Figure 1. Signal wires on met2 (run 1).
Cells faint in the background.
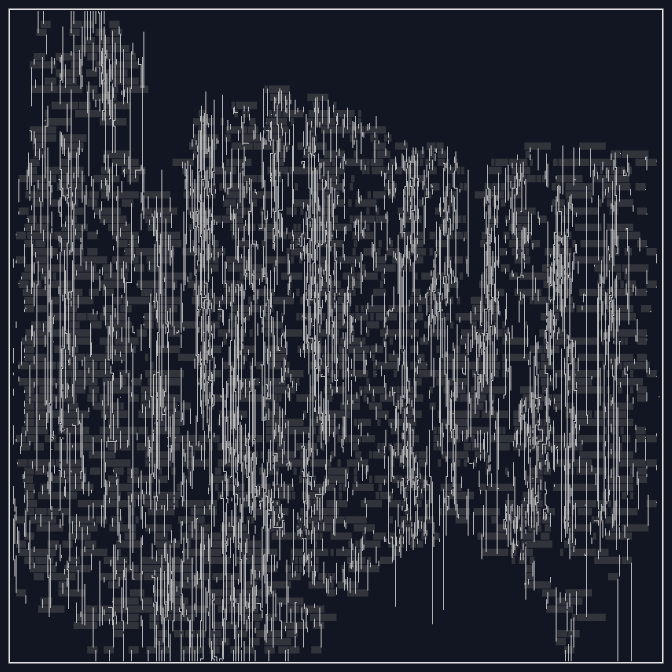
Figure 2. Cells coloured by class (run 1).
Bar = 50 um.
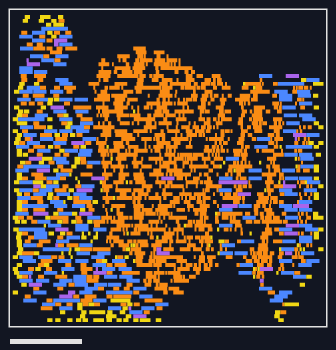
Figure 3. Gate families picked out (run 1).
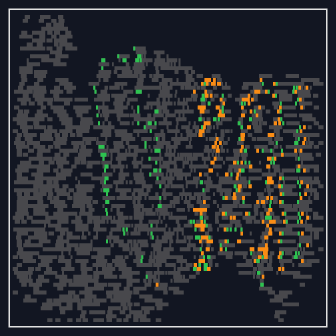
Figure 4. Cell placement (run 1).
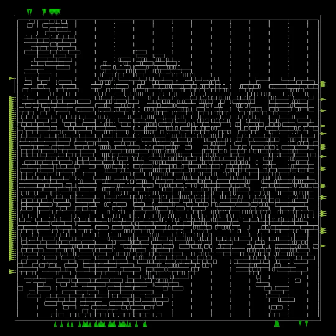
## src/rtl/osc_mixer_pkg.sv

```systemverilog
// Shared audio definitions: gain format, mixer FSM states, saturation helper.
package osc_mixer_pkg;

    localparam int unsigned DEF_BITSIZE  = 24;
    localparam int unsigned DEF_GAINSIZE = 8;

    // Q1.(GAINSIZE-1) unity gain for the default gain width.
    localparam int unsigned GAIN_UNITY = 1 << (DEF_GAINSIZE - 1);

    typedef enum logic [1:0] {
        IDLE,
        MAC,
        SAT
    } mix_state_t;

    typedef enum logic [1:0] {
        SAT_NONE,
        SAT_HI,
        SAT_LO
    } sat_kind_t;

    // Classifies a wide signed value against the signed range of 'bits' bits.
    // Callers clamp to the matching rail or keep the low 'bits' bits.
    function automatic sat_kind_t saturate(input logic signed [63:0] r,
                                           input int unsigned bits);
        logic signed [63:0] hi;
        logic signed [63:0] lo;
        hi = (64'sd1 <<< (bits - 1)) - 64'sd1;
        lo = -(64'sd1 <<< (bits - 1));
        if (r > hi)
            return SAT_HI;
        else if (r < lo)
            return SAT_LO;
        else
            return SAT_NONE;
    endfunction

endpackage

```

## src/rtl/osc_mixer_edge_sync.sv

```systemverilog
// Two-flop synchroniser plus rising-edge detector for a slow async strobe.
module edge_sync (
    input  logic clk,
    input  logic rst,
    input  logic din,
    output logic rise
);

    logic s1;
    logic s2;
    logic s3;

    // Synchronise din into the clk domain and keep one delayed copy.
    always_ff @(posedge clk or posedge rst) begin
        if (rst) begin
            s1 <= 1'b0;
            s2 <= 1'b0;
            s3 <= 1'b0;
        end else begin
            s1 <= din;
            s2 <= s1;
            s3 <= s2;
        end
    end

    // One-cycle pulse on a synchronised rising edge.
    always_comb rise = s2 & ~s3;

endmodule

```

## src/rtl/osc_mixer.sv

```systemverilog
// Four-channel time-multiplexed mixer with one shared multiplier.
module osc_mixer
    import osc_mixer_pkg::*;
#(
    parameter int unsigned BITSIZE  = 24,
    parameter int unsigned GAINSIZE = 8,
    parameter int unsigned SHIFT    = 2
) (
    input  logic                       clk,
    input  logic                       rst,
    input  logic                       lrclk,
    input  logic signed [BITSIZE-1:0]  in_1,
    input  logic signed [BITSIZE-1:0]  in_2,
    input  logic signed [BITSIZE-1:0]  in_3,
    input  logic signed [BITSIZE-1:0]  in_4,
    input  logic        [GAINSIZE-1:0] gain_1,
    input  logic        [GAINSIZE-1:0] gain_2,
    input  logic        [GAINSIZE-1:0] gain_3,
    input  logic        [GAINSIZE-1:0] gain_4,
    input  logic        [3:0]          mute,
    output logic signed [BITSIZE-1:0]  out,
    output logic                       out_valid,
    output logic                       clip,
    output logic                       overrun
);

    localparam int unsigned PW  = BITSIZE + GAINSIZE + 1;
    localparam int unsigned AW  = BITSIZE + GAINSIZE + 3;
    localparam int unsigned RSH = GAINSIZE - 1 + SHIFT;

    mix_state_t state;
    mix_state_t state_next;

    logic                      start;
    logic signed [BITSIZE-1:0] samp [4];
    logic        [GAINSIZE-1:0] gn  [4];
    logic        [3:0]         mute_q;
    logic        [1:0]         ch;
    logic signed [AW-1:0]      acc;
    logic signed [PW-1:0]      samp_x;
    logic signed [PW-1:0]      gain_x;
    logic signed [PW-1:0]      prod;
    logic signed [AW-1:0]      r;
    sat_kind_t                 sat_kind;

    edge_sync u_sync (
        .clk  (clk),
        .rst  (rst),
        .din  (lrclk),
        .rise (start)
    );

    // Shared multiplier on the current channel; muted channels contribute 0.
    always_comb begin
        samp_x = PW'(samp[ch]);
        gain_x = PW'({1'b0, gn[ch]});
        prod   = mute_q[ch] ? '0 : samp_x * gain_x;
    end

    // Master shift and range classification of the finished accumulation.
    always_comb begin
        r        = acc >>> RSH;
        sat_kind = saturate(64'(r), BITSIZE);
    end

    // Next-state logic: IDLE -> MAC (4 cycles) -> SAT (1 cycle) -> IDLE.
    always_comb begin
        state_next = state;
        unique case (state)
            IDLE:    if (start) state_next = MAC;
            MAC:     if (ch == 2'd3) state_next = SAT;
            SAT:     state_next = IDLE;
            default: state_next = IDLE;
        endcase
    end

    // State register.
    always_ff @(posedge clk or posedge rst) begin
        if (rst)
            state <= IDLE;
        else
            state <= state_next;
    end

    // Snapshot, multiply-accumulate, saturate and status flags.
    always_ff @(posedge clk or posedge rst) begin
        if (rst) begin
            for (int unsigned i = 0; i < 4; i++) begin
                samp[i] <= '0;
                gn[i]   <= '0;
            end
            mute_q    <= '0;
            ch        <= '0;
            acc       <= '0;
            out       <= '0;
            out_valid <= 1'b0;
            clip      <= 1'b0;
            overrun   <= 1'b0;
        end else begin
            out_valid <= 1'b0;
            clip      <= 1'b0;
            if (start && state != IDLE)
                overrun <= 1'b1;
            unique case (state)
                IDLE: begin
                    if (start) begin
                        samp[0] <= in_1;
                        samp[1] <= in_2;
                        samp[2] <= in_3;
                        samp[3] <= in_4;
                        gn[0]   <= gain_1;
                        gn[1]   <= gain_2;
                        gn[2]   <= gain_3;
                        gn[3]   <= gain_4;
                        mute_q  <= mute;
                        acc     <= '0;
                        ch      <= '0;
                    end
                end
                MAC: begin
                    acc <= acc + AW'(prod);
                    ch  <= ch + 2'd1;
                end
                SAT: begin
                    out_valid <= 1'b1;
                    unique case (sat_kind)
                        SAT_HI: begin
                            out  <= {1'b0, {(BITSIZE-1){1'b1}}};
                            clip <= 1'b1;
                        end
                        SAT_LO: begin
                            out  <= {1'b1, {(BITSIZE-1){1'b0}}};
                            clip <= 1'b1;
                        end
                        default: out <= r[BITSIZE-1:0];
                    endcase
                end
                default: ;
            endcase
        end
    end

endmodule

```

## config.mk

```make
export PLATFORM = sky130hd
export DESIGN_NAME = osc_mixer
export DESIGN_NICKNAME = d
export VERILOG_FILES = /design/src/rtl/osc_mixer_pkg.sv /design/src/rtl/osc_mixer_edge_sync.sv /design/src/rtl/osc_mixer.sv
export SDC_FILE = /design/constraint.sdc
export NUM_CORES = 1
export LEC_CHECK = 0
export ABC_AREA = 0
export CORE_MARGIN = 1.5
export CORE_UTILIZATION = 36
export CTS_CLUSTER_SIZE = 20
export DETAILED_ROUTE_END_ITERATION = 7
export GPL_TIMING_DRIVEN = 0
export PLACE_DENSITY = 0.56
export SLEW_MARGIN = 20
export SYNTH_ARGS = -nofsm -noshare
export SYNTH_HDL_FRONTEND = slang
export SYNTH_HIERARCHICAL = 1
export SYNTH_SLANG_ARGS = --single-unit
```

## constraint.sdc

```tcl
create_clock -name clk -period 15.6 [get_ports clk]
set_input_delay 3.12 -clock clk [delete_from_list [all_inputs] [get_ports clk]]
set_output_delay 3.12 -clock clk [all_outputs]
set_load 0.1 [all_outputs]
```

==> reports/results.ini, run 1 <==
[outcome]
status = complete, no violations

[final_layout]
syn2layout_area_growth_pct = 19.5
layout_top_cells = inv_1, dfrtp_1, nand2_1, clkdlybuf4s50_1, fa_1
regArea_mm2 = 0.00503
largest_registers = samp (96), acc (35), gn (32)
fin_nets = 2177
largest_reg_flops = 96
final_layout_size_suffix_gt1_frac = 0.131
largest-register = samp
combGateArea_mm2 = 0.0106

[worst_hold_path]
min_path_type = reg -> reg

[logic_synthesis]
yosys.area_share.xor_xnor = 0.0310
ys_seq_frac = 0.301
synth.net_count = 1988
yosys.area.top_type = dfrtp_1
most_common_cell = inv_1
yosys.area_share.aoi = 0.0902
logic_family = adder cells
synth-async-reset-ratio = 1.00
synth_top_area_share = 0.301
ys_ff = 201
netlist_instances = 1601
yosys-stat-cells = 1601
simple_gate_area_frac = 0.123
yosysWarnings = 6
ys.flop_type = dfrtp_1
synthesis.area_mm2 = 0.0167
synth_chip_area_mm2 = 0.0167
topCellsByArea = dfrtp_1, fa_1, mux2_2
ys_types = 77
edf_count = 0
fa_ha_area_frac = 0.257
synth.avg_cell_area_um2 = 10.4
synthTopCellsByCount = inv_1, dfrtp_1, nand2_1
ys_sh_mux = 0.135

[global_route]
grt_max_degree = 93
grt_util_met1 = 0.235
grt_pass1_wl_mm = 67.0
busiest_layer = met2
grt_antenna_before_repair = 4
grtUsageTotal = 0.178
overflow = 0
grt_pass1_vias = 12600
met3_usage = 0.0392

[critical_path]
crit_slowest_cell = clkbuf_1
max_stage_delay_ns = 0.60
critical_path_arrival_ns = 9.66
cpMostUsedCell = fa_1
crit_path_max_fanout = 10
startpoint_type = flip-flop
end_kind = flip-flop
ff2ff_setup_slack_ns = 6.34
cp.required_ns = 16.00
worstSetupPathType = reg -> reg

[run]
drv_cap = 0
warnings = 27

[sta]
fmax_ghz = 0.108
grt_setup_unrepaired = no
report.final.slew_viol_count = 0
final.period_utilization = 0.594
tightest_slew_ns = 1.04
tns_ns = 0
worst_clock_skew_ns = 0.0342
slew_headroom = 0.308
finalSetupViolations = 0
finalHoldViolations = 0
fin_crit_ns = 9.26

[routing]
met2_length_mm = 19.3
wl_met1_mm = 19.1
final_antenna_net_count = 0
firstDrtPassIters = 6
drc = 0
drtIter0Drc = 563
wl_per_cell_um = 17.1
dr_wl_met3_mm = 2.09
highest_layer = met5
vias_per_cell = 4.88

[die]
die-width_um = 218
chipArea_mm2 = 0.0477
ios = 162
num_rows = 78
initCoreUtil = 0.366
die_height_um = 218

[clock_tree]
cts_max_path_buffers = 3
ctsResizeCount = 0
cts_setup_buffers = 0
cts_tree = built
path_clk_slew_ns = 0.07
clk-insertion-delay-late_ns = 0.56
cts_sinks = 201
cts-buffers-inserted = 24
htree_levels = 1
cts_hold_buf = 0
root_buffer = clkbuf_16

[place]
gp_congestion = 0.852
post-dp-hpwl_mm = 33.5
port_buffers = 161
dp_cells = 2364

Notes on Figure 1 above:
longest straight run: 92.1 um
nets with wire on the layer: 1,810
GR Util met2: 0.301
routed wire length: 41.3 mm
DR vias: 11.8k

Notes on Figure 2 above:
| colour | class | cells | share of their area |
|---|---|---|---|
| purple | clock drivers and dummy loads | 43 | 4.3% |
| orange | remaining logic cells | 1,338 | 60% |
| yellow | remaining buffers and delay cells | 225 | 10% |
| blue | registers | 201 | 26% |
design area: 0.0199 mm2
Core ar.: 0.0456 mm2
sequential share of cell area: 0.252
fin util: 0.438

Notes on Figure 3 above:
| colour | family | cells | most used |
|---|---|---|---|
| orange | aoi and oai cells | 167 | a21oi_1 |
| green | nand cells | 196 | nand2_1 |
most used logic cell in the final layout: inv_1
post-route insts no fill: 2,409

Notes on Figure 4 above:
Filler cells: 4,393
well tap count: 600

==> run 1: critical path: cells and delay by family (launching register included) <==
| kind | cells | cell delay [ns] |
|---|---|---|
| AND-OR/OR-AND | 13 | 2.86 |
| XOR/XNOR | 2 | 0.33 |
| adder cells (fa/ha/maj) | 6 | 2.75 |
| multiplexers | 1 | 0.51 |
| AND/OR/NAND/NOR | 3 | 0.52 |
| buffers and inverters | 6 | 1.76 |
| flip-flops | 1 | 0.35 |
==> run 1: per-stage QoR <==
step / setup WS [ns] / hold WS, ns / area, um2
2_1_floorplan: 7.08 / 0.331 / 16700
3_3_place_gp: 4.14 / 0.348 / 19100
3_5_place_dp: 6.30 / 0.348 / 19100
4_1_cts: 6.27 / 0.354 / 19900
5_1_grt: 5.73 / 0.363 / 19900
6_report: 6.34 / 0.350 / 19900
==> run 1: area by class of cell <==
cell class	count	area share
diodes	2	0.000251
clock buffers	33	0.0333
inverters	215	0.0408
well taps	600	0.0376
flip-flops and latches	201	0.252
plain buffers	62	0.0122
clock inverters	10	0.00803
repair buffers	163	0.0836
multi-input cells	1123	0.532
==> run 1: worst paths after layout <==
check                           cells past startpoint        end  startpoint
worst max-delay path                               31    acc[26]       ch[1]
worst max register to register                     31    acc[26]       ch[1]
worst min register to register                      0  u_sync/s2   u_sync/s1
worst min-delay path                                0  u_sync/s2   u_sync/s1
min in group asynchronous                           2  u_sync/s2         rst
max in group asynchronous                           3   samp[57]         rst
Figure 5. Clock distribution (run 1).
Bar = 50 um.
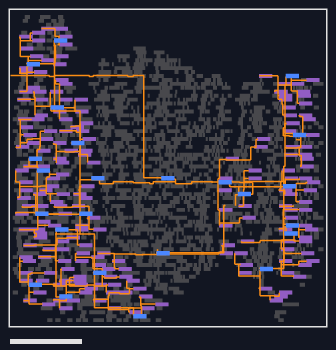

==> run 1 -> run 2 <==
--- a/config.mk
+++ b/config.mk
@@ -11,7 +11,7 @@
 export CTS_CLUSTER_SIZE = 20
 export DETAILED_ROUTE_END_ITERATION = 7
 export GPL_TIMING_DRIVEN = 0
-export PLACE_DENSITY = 0.56
+export PLACE_DENSITY = 0.58
 export SLEW_MARGIN = 20
 export SYNTH_ARGS = -nofsm -noshare
 export SYNTH_HDL_FRONTEND = slang
==> constraint.sdc (replaced) <==
create_clock -name clk -period 8.1 [get_ports clk]
set_input_delay 1.62 -clock clk [delete_from_list [all_inputs] [get_ports clk]]
set_output_delay 1.62 -clock clk [all_outputs]
set_load 0.1 [all_outputs]
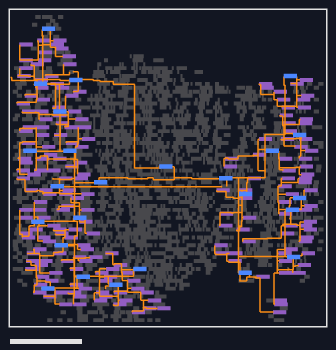
Figure 6: run 2, clock distribution.
Bar = 50 um.
[purple] flip-flops | count: 201
[blue] clock-net drivers | count: 25
[orange] clock wires | length: 2,970 um
routed clock nets: 26
flops lie: all over the die
clock skew: 0.00958 ns

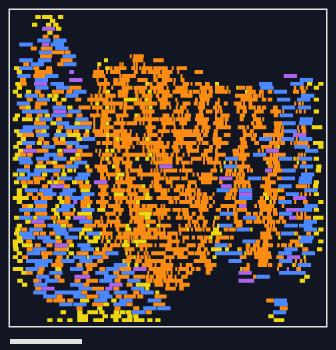
Figure 7: run 2, cells coloured by class.
Bar = 50 um.
| colour | class | cells | share of their area |
|---|---|---|---|
| yellow | remaining buffers and delay cells | 275 | 13% |
| blue | registers | 201 | 25% |
| orange | remaining logic cells | 1,338 | 58% |
| purple | clock drivers and dummy loads | 39 | 3.9% |
fin util: 0.453
sequential share of cell area: 0.244

==> run 2 against run 1 <==
  * Critical path depth unchanged
  * First-iteration DRC count up 6.9%
  * Critical path type unchanged
==> reports/results.ini, run 2 <==
[logic_synthesis]
synth.avg_cell_area_um2 = 10.4  ; unchanged
synth-async-reset-ratio = 1.00  ; unchanged
yosys.area.top_type = dfrtp_1
yosys-stat-cells = 1601  ; unchanged
synthTopCellsByCount = inv_1, dfrtp_1, nand2_1
ys_types = 77  ; unchanged
yosysWarnings = 6  ; unchanged
netlist_instances = 1601  ; unchanged
edf_count = 0  ; unchanged
synth_chip_area_mm2 = 0.0167  ; unchanged
most_common_cell = inv_1
ys_ff = 201  ; unchanged
synth_top_area_share = 0.301  ; unchanged
topCellsByArea = dfrtp_1, fa_1, mux2_2
ys_seq_frac = 0.301  ; unchanged
synth.net_count = 1988  ; unchanged
ys.flop_type = dfrtp_1
synthesis.area_mm2 = 0.0167  ; unchanged

[sta]
fin_crit_ns = 7.83  ; -1.44 ns
fmax_ghz = 0.128  ; +18%
finalHoldViolations = 0  ; unchanged
tns_ns = 0  ; unchanged
finalSetupViolations = 0  ; unchanged
final.period_utilization = 0.966  ; +0.373
tightest_slew_ns = 0.985  ; -0.0536 ns
report.final.slew_viol_count = 0  ; unchanged
whs_ns = 0.358  ; +0.00781 ns
fin_ws_ns = 0.273  ; -6.06 ns
slew_headroom = 0.341  ; +0.0337

[run]
warnings = 29  ; +7.4%
drv_cap = 0  ; unchanged

[routing]
drc = 0  ; unchanged
wl_per_cell_um = 17.1  ; -0.35%
final_antenna_net_count = 0  ; unchanged
vias_per_cell = 4.88  ; about the same
firstDrtPassIters = 5  ; -1
finalWirelength_mm = 41.9  ; +1.5%
drtIter0Drc = 602  ; +6.9%
vias = 12000  ; +1.8%

[global_route]
grt_pass1_vias = 12700  ; +0.58%
overflow = 0  ; unchanged
grt_antenna_before_repair = 2  ; -2
grt_pass1_wl_mm = 67.7  ; +1.1%
grtUsageTotal = 0.179  ; +0.000343
grt_max_degree = 102  ; +9.7%

[final_layout]
layout_top_cells = inv_1, dfrtp_1, nand2_1, clkdlybuf4s50_1, fa_1
final_area_mm2 = 0.0206  ; +3.4%
largest_registers = samp (96), acc (35), gn (32)
layout_top_cell = inv_1
final_layout_size_suffix_gt1_frac = 0.176  ; +0.0459
largest_reg_flops = 96  ; unchanged
largest-register = samp
fin_nets = 2228  ; +2.3%
diodes = 0  ; -2
syn2layout_area_growth_pct = 23.6

[critical_path]
rr_endpoint = acc[33]
startpoint_type = flip-flop
cpMostUsedCell = fa_1
crit_slowest_cell = fa_1
ff2ff_setup_slack_ns = 0.27  ; -6.06 ns
cp-endpoint = acc[33]
startpoint = ch[0]
max_stage_delay_ns = 0.59  ; about the same
r2r-start = ch[0]
end_kind = flip-flop
cp.required_ns = 8.53  ; -7.47 ns
rr_worst_depth = 31  ; unchanged
critical_path_arrival_ns = 8.26  ; -1.40 ns
crit_path_max_fanout = 6  ; -4
worstSetupPathType = reg -> reg

[clock_tree]
cts-buffers-inserted = 25  ; +4.2%
htree_levels = 1  ; unchanged
cts_hold_buf = 0  ; unchanged
path_clk_slew_ns = 0.05  ; -0.02 ns
cts_tree = built
cts_sinks = 201  ; unchanged
cts_max_path_buffers = 3  ; unchanged
root_buffer = clkbuf_16
clk-insertion-delay-late_ns = 0.54  ; -0.02 ns

[worst_hold_path]
min_path_cells = 0  ; unchanged
min-delay-start = u_sync/s1
min_path_type = reg -> reg
hold_end = u_sync/s2

[place]
dp_cells = 2363  ; -0.042%
port_buffers = 161  ; unchanged
pre_cts_ws_ns = -1.18  ; -7.49 ns
gp_congestion = 0.849  ; -0.34%
placed_area_mm2 = 0.0191  ; -0.14%
post-dp-hpwl_mm = 33.0  ; -1.4%

[die]
num_rows = 78  ; unchanged
initCoreUtil = 0.366  ; unchanged
chipArea_mm2 = 0.0477  ; unchanged
core_mm2 = 0.0456  ; unchanged
die-width_um = 218  ; unchanged
ios = 162  ; unchanged
die_height_um = 218  ; unchanged

[outcome]
status = complete, no violations

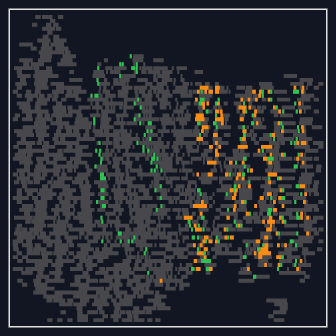
Figure 8: run 2, gate families picked out.
| colour | family | cells | most used |
|---|---|---|---|
| orange | aoi and oai cells | 167 | a21oi_1 |
| green | nand cells | 196 | nand2_1 |
post-route insts no fill: 2,453
combinational share of cell area: 0.521

## run 2: cell counts after synthesis
Identical to the previous run, type by type.
## run 2: what timing repair did
item	4_1_cts	5_1_grt
setup buffers	13	34
endpoints found under the setup margin	18	12
resized	41	80
cloned	0	4
pin swaps	1	12
## run 2: metal layers
| metal | vias to the layer above | track usage | part of all wire |
|---|---|---|---|
| met5 | - | 0 | 0.00033 |
| met4 | 2 | 0.0255 | 0.011 |
| met3 | 33 | 0.0405 | 0.056 |
| met2 | 233 | 0.298 | 0.48 |
| met1 | 5945 | 0.241 | 0.45 |
| li1 | 5759 | - | - |
## run 2: kinds of logic (layout without fill, tap and decap cells)
family / count (synthesis) / after routing / share of synthesized area
compound gates: 224 / 224 / 0.0902
buf+inv: 277 / 529 / 0.0629
flops: 201 / 201 / 0.301
mux: 167 / 167 / 0.135
simple gates: 421 / 421 / 0.123
fa+ha+maj: 252 / 252 / 0.257
xor+xnor: 59 / 59 / 0.0310
## run 2: critical path, delay by kind of cell, from the launching register on
family	cells	cell delay, ns
fa+ha+maj	6	2.84
compound gates	13	2.43
mux	2	0.81
buf+inv	6	0.66
flops	1	0.45
simple gates	3	0.35
xor+xnor	1	0.15
## run 2: area by class of cell
type	count	area, um2
clock inverter	4	66.3
inverter	215	815
clock buffer	35	713
timing repair buffer	213	2090
multi-input combinational	1123	10700
buffer	62	408
sequential	201	5030
tap	600	751
fill	4293	25000
==> run 2 -> run 3 <==
--- a/config.mk
+++ b/config.mk
@@ -17,3 +17,4 @@
 export SYNTH_HDL_FRONTEND = slang
 export SYNTH_HIERARCHICAL = 1
 export SYNTH_SLANG_ARGS = --single-unit
+export TNS_END_PERCENT = 100
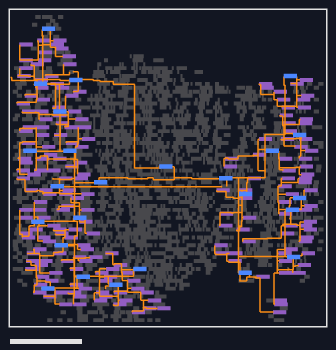
Figure 9: run 3, clock distribution.
Bar = 50 um.
Latency at later pin: 0.54 ns

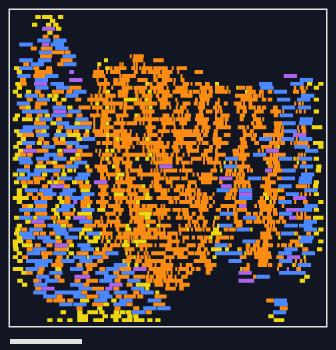
Figure 10: run 3, cells coloured by class.
Bar = 50 um.
# rows: 78
design area: 0.0206 mm2

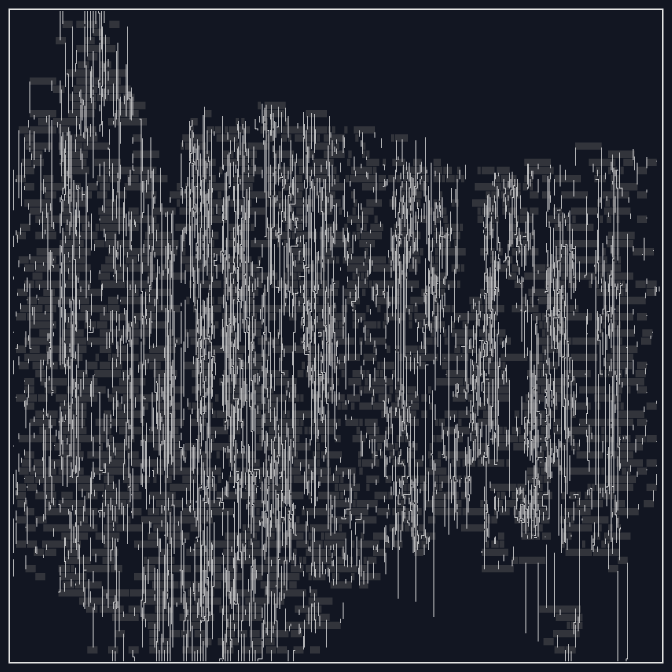
Figure 11: run 3, signal wires on met2.
Cells faint in the background.
main direction: vertical
wire length on this layer: 20.0 mm
nets with wire on the layer: 1,836
DR vias: 12.0k
GR Util met2: 0.298

==> run 3 against run 2 <==
  * Final cell count unchanged
  * Die area did not move
  * Area after synthesis did not move
  * Worst setup slack unchanged
  * Sequential share of layout area unchanged
  * Cell area is the same
  * Critical path depth unchanged
  * Utilization unchanged
  * Synthesized cell count unchanged
  * Largest cell class unchanged
  * Hold slack is the same
==> reports/results.ini, run 3 <==
[die]
chipArea_mm2 = 0.0477  ; unchanged
initCoreUtil = 0.366  ; unchanged
die_height_um = 218  ; unchanged
ios = 162  ; unchanged

[routing]
met2_length_mm = 20.0  ; unchanged
vias_per_cell = 4.88  ; unchanged
finalWirelength_mm = 41.9  ; unchanged
wl_met1_mm = 19.1  ; unchanged
drc = 0  ; unchanged
final_antenna_net_count = 0  ; unchanged

[sta]
fmax_ghz = 0.128  ; unchanged
final.period_utilization = 0.966  ; unchanged
finalSetupViolations = 0  ; unchanged
report.final.slew_viol_count = 0  ; unchanged
fin_crit_ns = 7.83  ; unchanged
finalHoldViolations = 0  ; unchanged
worst_clock_skew_ns = 0.00958  ; unchanged
tns_ns = 0  ; unchanged
slew_headroom = 0.341  ; unchanged
tightest_slew_ns = 0.985  ; unchanged

[critical_path]
cp-endpoint = acc[33]
critical_path_arrival_ns = 8.26  ; about the same
crit_slowest_cell = fa_1
crit_path_max_fanout = 6  ; unchanged
worstSetupPathType = reg -> reg
cp_num_cells = 31  ; unchanged
max_stage_delay_ns = 0.59  ; about the same
ff2ff_setup_slack_ns = 0.27  ; about the same
startpoint = ch[0]

[logic_synthesis]
netlist_instances = 1601  ; unchanged
yosysWarnings = 6  ; unchanged
ys_seq_frac = 0.301  ; unchanged
synthTopCellsByCount = inv_1, dfrtp_1, nand2_1
ys.flop_type = dfrtp_1
most_common_cell = inv_1
topCellsByArea = dfrtp_1, fa_1, mux2_2
edf_count = 0  ; unchanged
ys_ff = 201  ; unchanged
ys_types = 77  ; unchanged
synthesis.area_mm2 = 0.0167  ; unchanged

[clock_tree]
cts_max_path_buffers = 3  ; unchanged
path_clk_slew_ns = 0.05  ; about the same
root_buffer = clkbuf_16
cts_tree = built
cts_hold_buf = 0  ; unchanged

[final_layout]
largest_registers = samp (96), acc (35), gn (32)
final_util = 0.453  ; unchanged
diodes = 0  ; unchanged
largest-register = samp
final_cells = 2453  ; unchanged
layout_top_cells = inv_1, dfrtp_1, nand2_1, clkdlybuf4s50_1, fa_1
layout_top_cell = inv_1

[global_route]
overflow = 0  ; unchanged
grt_antenna_before_repair = 2  ; unchanged
grtUsageTotal = 0.179  ; unchanged
busiest_layer = met2
grt_pass1_vias = 12700  ; unchanged

[place]
pre_cts_ws_ns = -1.18  ; unchanged
dp_cells = 2363  ; unchanged
gp_congestion = 0.849  ; unchanged

[worst_hold_path]
min_path_type = reg -> reg

[outcome]
status = complete, no violations

[run]
drv_cap = 0  ; unchanged

## run 3: cell counts after synthesis
Identical to the previous run, type by type.
## run 3: worst min path at each step
stage	start	endpoint	slack [ns]	cells past startpoint
2_1_floorplan	u_sync/s1	u_sync/s2	0.33	0
3_3_place_gp	u_sync/s1	u_sync/s2	0.35	0
3_5_place_dp	u_sync/s1	u_sync/s2	0.34	0
4_1_cts	u_sync/s1	u_sync/s2	0.36	0
5_1_grt	u_sync/s1	u_sync/s2	0.37	0
6_report	u_sync/s1	u_sync/s2	0.36	0
## run 3: worst reg2reg max path, delay by kind of cell, from the launching register on
| kind | cells | cell delay, ns |
|---|---|---|
| buffers and inverters | 6 | 0.68 |
| flip-flops | 1 | 0.45 |
| adder cells (fa/ha/maj) | 6 | 2.84 |
| AND/OR/NAND/NOR | 3 | 0.35 |
| AND-OR/OR-AND | 13 | 2.44 |
| multiplexers | 2 | 0.82 |
| XOR/XNOR | 1 | 0.15 |
## run 3: area by class of cell
class / instances / area (um2)
plain buffers: 62 / 408
repair buffers: 213 / 2090
clock buffers: 35 / 713
well taps: 600 / 751
multi-input cells: 1123 / 10700
inverters: 215 / 815
flip-flops and latches: 201 / 5030
fillers: 4293 / 25000
clock inverters: 4 / 66.3
## run 3: logic make-up after synthesis
logic type	Yosys count	share of synthesized area
multiplexers	167	0.135
adder cells (fa/ha/maj)	252	0.257
XOR/XNOR	59	0.0310
flip-flops	201	0.301
buffers and inverters	277	0.0629
AND/OR/NAND/NOR	421	0.123
AND-OR/OR-AND	224	0.0902
